### Port wiring

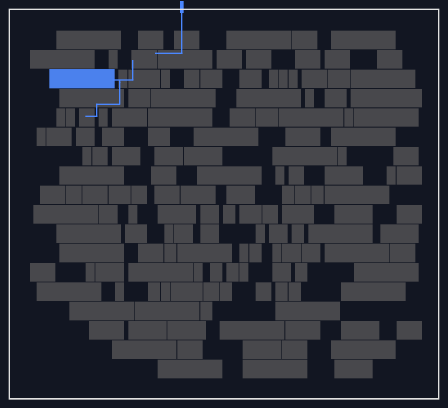
### M3 wires

Bar = 20 microns.
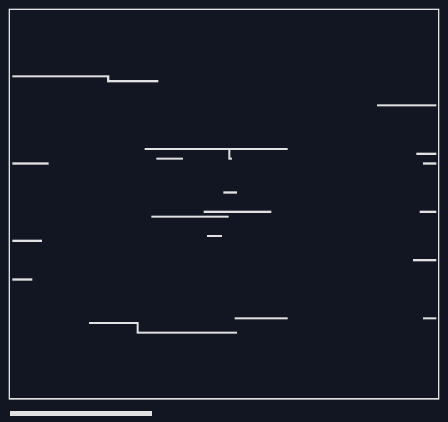
### M2 wires

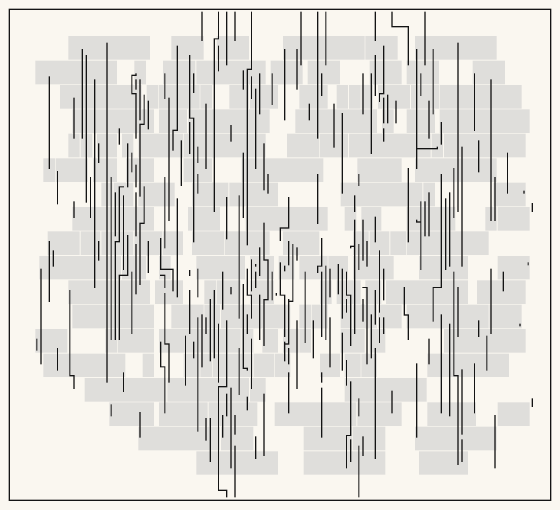
### Placed standard cells

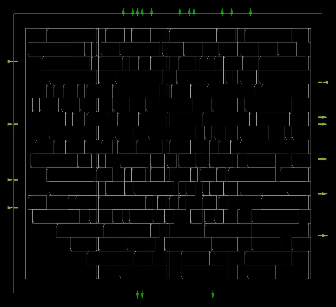
### src/rtl/pulse_meter.sv
// Pulse high-time meter: synchronises `signal`, measures each pulse in clocks and
// offers the result on a one-entry valid/ready slot. Optional glitch filter: PULSE_METER_MIN_FILTER_EN.
module pulse_meter #(
    parameter int SYNC_STAGES = 2,
    parameter int WIDTH_BITS  = 8,
    parameter int COUNT_BITS  = 8,
    parameter int MIN_WIDTH   = 3
) (
    input  logic                  clock,
    input  logic                  reset,
    input  logic                  signal,
    input  logic                  enable,
    output logic [WIDTH_BITS-1:0] width,
    output logic                  width_valid,
    input  logic                  width_ready,
    output logic                  saturated,
    output logic [COUNT_BITS-1:0] pulse_count,
    output logic                  dropped
);

    typedef enum logic {S_IDLE, S_HIGH} state_t;

    state_t                r_state, w_state_nxt;
    logic [SYNC_STAGES-1:0] r_sync;
    logic [SYNC_STAGES-1:0] r_prime;
    logic                  r_s_d;
    logic                  r_armed;
    logic [WIDTH_BITS-1:0] r_run, w_run_nxt;
    logic                  r_sat, w_sat_nxt;
    logic [WIDTH_BITS-1:0] r_width;
    logic                  r_valid;
    logic                  r_sat_o;
    logic [COUNT_BITS-1:0] r_count;
    logic                  r_dropped;

    logic w_s, w_rise, w_fall, w_done, w_accept, w_free;

    assign w_s    = r_sync[SYNC_STAGES-1];
    // Rises are only trusted once the synchroniser has flushed and the line has been seen low,
    // so a pulse already high at reset release is not measured.
    assign w_rise = w_s & ~r_s_d & r_armed;
    assign w_fall = ~w_s & r_s_d;

    always_ff @(posedge clock or posedge reset) begin
        if (reset) begin
            r_sync  <= '0;
            r_prime <= '0;
            r_s_d   <= 1'b0;
            r_armed <= 1'b0;
        end else begin
            r_sync  <= {r_sync[SYNC_STAGES-2:0], signal};
            r_prime <= {r_prime[SYNC_STAGES-2:0], 1'b1};
            r_s_d   <= w_s;
            r_armed <= r_armed | (r_prime[SYNC_STAGES-1] & ~w_s);
        end
    end

    always_ff @(posedge clock or posedge reset) begin
        if (reset) begin
            r_state <= S_IDLE;
            r_run   <= '0;
            r_sat   <= 1'b0;
        end else begin
            r_state <= w_state_nxt;
            r_run   <= w_run_nxt;
            r_sat   <= w_sat_nxt;
        end
    end

    always_comb begin
        w_state_nxt = r_state;
        w_run_nxt   = r_run;
        w_sat_nxt   = r_sat;
        w_done      = 1'b0;
        case (r_state)
            S_IDLE: begin
                if (w_rise && enable) begin
                    w_state_nxt = S_HIGH;
                    w_run_nxt   = {{(WIDTH_BITS-1){1'b0}}, 1'b1};
                    w_sat_nxt   = 1'b0;
                end
            end
            S_HIGH: begin
                // Losing enable wins over a coincident fall: the pulse is abandoned unreported.
                if (!enable) begin
                    w_state_nxt = S_IDLE;
                end else if (w_fall) begin
                    w_state_nxt = S_IDLE;
                    w_done      = 1'b1;
                end else if (w_s) begin
                    if (&r_run) w_sat_nxt = 1'b1;
                    else        w_run_nxt = r_run + 1'b1;
                end
            end
            default: w_state_nxt = S_IDLE;
        endcase
    end

`ifdef PULSE_METER_MIN_FILTER_EN
    assign w_accept = w_done && (r_run >= WIDTH_BITS'(MIN_WIDTH));
`else
    assign w_accept = w_done;
`endif

    assign w_free = ~r_valid | width_ready;

    always_ff @(posedge clock or posedge reset) begin
        if (reset) begin
            r_width   <= '0;
            r_valid   <= 1'b0;
            r_sat_o   <= 1'b0;
            r_count   <= '0;
            r_dropped <= 1'b0;
        end else begin
            if (w_accept && w_free) begin
                r_width <= r_run;
                r_sat_o <= r_sat;
                r_valid <= 1'b1;
            end else if (r_valid && width_ready) begin
                r_valid <= 1'b0;
            end
            r_dropped <= w_accept & ~w_free;
            if (w_accept) r_count <= r_count + 1'b1;
        end
    end

    assign width       = r_width;
    assign width_valid = r_valid;
    assign saturated   = r_sat_o;
    assign pulse_count = r_count;
    assign dropped     = r_dropped;

endmodule
### config.mk
export PLATFORM = sky130hd
export DESIGN_NAME = pulse_meter
export DESIGN_NICKNAME = d
export VERILOG_FILES = /design/src/rtl/pulse_meter.sv
export SDC_FILE = /design/constraint.sdc
export NUM_CORES = 1
export LEC_CHECK = 0
export CAP_MARGIN = 20
export CORE_ASPECT_RATIO = 0.9
export CORE_MARGIN = 2
export CORE_UTILIZATION = 55
export CTS_BUF_LIST = sky130_fd_sc_hd__clkbuf_8
export DETAILED_ROUTE_END_ITERATION = 12
export GPL_TIMING_DRIVEN = 0
export HOLD_SLACK_MARGIN = 0.12
export PLACE_DENSITY = 0.81
export SLEW_MARGIN = 10
export SYNTH_ARGS = -nofsm -noshare
export SYNTH_HDL_FRONTEND = slang
export SYNTH_SLANG_ARGS = --single-unit
### constraint.sdc
create_clock -name clock -period 2 [get_ports clock]
set_input_delay 0.2 -clock clock [delete_from_list [all_inputs] [get_ports clock]]
set_output_delay 0.2 -clock clock [all_outputs]
set_load 0.005 [all_outputs]
==> impl_metrics.json <==
{
  "nonClockBufferCount": 28,
  "tightest_slew_ns": 0.7363,
  "reg2reg_depth": 5,
  "finalSetupTns_ns": 0,
  "warnings": 26,
  "ant_nets": 0,
  "drt-initial-drc-count": 44,
  "hold_end": "r_sync[1]$_DFF_PP0_",
  "outcome": "finished clean",
  "grt_overflow": 0,
  "setup_viol": 0,
  "slowest_delay_ns": 0.49,
  "netlist_area_sq_mm": 0.001561,
  "cts_buffers": 5,
  "insertion_delay_ns": 0.28,
  "dominant_cells": "registers",
  "ys_types": 34,
  "postSynthCellCount": 125,
  "power.group.top": "sequential cells",
  "cp_cell_sequence": "ha_1 > nand4_4 > o221ai_2 > or4_1 > a21oi_1",
  "clock_area_share_pct": 3.737,
  "seq-power_mw": 0.836,
  "nonClkBufAreaFrac_pct": 15.59,
  "hold_path.startpoint": "r_sync[0]$_DFF_PP0_",
  "synth_flops": 35,
  "fmax_mhz": 600.6,
  "worst_slack_ns": 0.3349,
  "slew_viol_final": 0,
  "cts_tree": "yes",
  "postCtsHoldBufs": 0,
  "cp.arrival_ns": 1.87,
  "grtUsageMet1_pct": 24.73,
  "drive_above_1_share_pct": 18.06,
  "pg_clk_mw": 0.442,
  "nets": 163,
  "start_kind": "flop",
  "cts.sinks": 35,
  "hp-class": "flop to flop",
  "grt_pass1_vias": 946,
  "gr-max-usage-layer": "met2",
  "p_int_mw": 1.129,
  "seq_area_sq_um": 875.8
}
About 'Port wiring':
Key: blue = width_valid [direction output, end cells 1, buffers 1, wire 24.9 microns]
I/O Pins: 24
IO Port Bufs: 23

About 'M3 wires':
The longest straight run is 19.8 microns. The wires run mostly horizontal. The layer holds 4.8% of the routed length. The layer carries 128 microns of wire.
Post-Route WL: 2.693 mm
vias: 1012

About 'M2 wires':
The wires run mostly vertical. The layer carries 1300 microns of wire. The layer holds 48% of the routed length. 139 nets have wire on it.
met2 global-route usage: 28.26%

About 'Placed standard cells':
core area: 0.002725 sq mm
fraction of area in registers: 45.10%
flop count: 35
non-filler cells, final: 195
FP Rows: 18

## how the worst max path moves through the flow
| stage | slack, ns | endpoint | cells after the start |
|---|---|---|---|
| after floorplan | 0.47 | r_run[3]$_DFFE_PP0P_ | 6 |
| after CTS | 0.33 | r_run[7]$_DFFE_PP0P_ | 5 |
| after detailed placement | 0.17 | saturated$_DFFE_PP0P_ | 6 |
| final | 0.33 | r_run[7]$_DFFE_PP0P_ | 5 |
| after global routing | 0.25 | r_sat$_DFFE_PP0P_ | 5 |
| after global placement | 0.18 | width[0]$_DFFE_PP0P_ | 6 |
## cells by family (layout without fill, tap and decap cells)
kind of cell / Yosys count / count (layout) / share of synthesized area, %
xor+xnor: 7 / 7 / 3.926
flops: 35 / 35 / 56.09
buf+inv: 8 / 38 / 3.846
fa+ha+maj: 2 / 2 / 1.602
compound gates: 20 / 20 / 8.334
other cells: 1 / 1 / 0.2402
simple gates: 43 / 43 / 17.31
mux: 9 / 9 / 8.654
## stage by stage
stage               utilization, %  cell area (sq um)
floorplan                        -               1562
global placement             67.58               1842
detailed placement           68.60               1869
CTS                          71.26               1942
global route                 71.26               1942
finish                       71.26               1942
## per-layer routing
layer / share of wire [%] / vias to the layer above
li1: - / 492
met5: 0 / -
met3: 4.7 / 5
met2: 48 / 23
met4: 1.1 / 0
met1: 46 / 492
## placed cells by master (no fill, tap or decap), types with 2 or more instances in the layout
cell              n
dfrtp_1          35
clkdlybuf4s50_1  23
nand2_1          15
mux2_4            9
o21ai_0           7
inv_1             5
nor2_1            5
clkbuf_8          5
buf_6             4
a21oi_1           4
xor2_1            4
o31ai_1           3
nand2b_1          3
xnor2_1           3
nand3_1           2
nand4_4           2
and2_4            2
or4_1             2
or3_1             2
nand4_1           2
ha_1              2
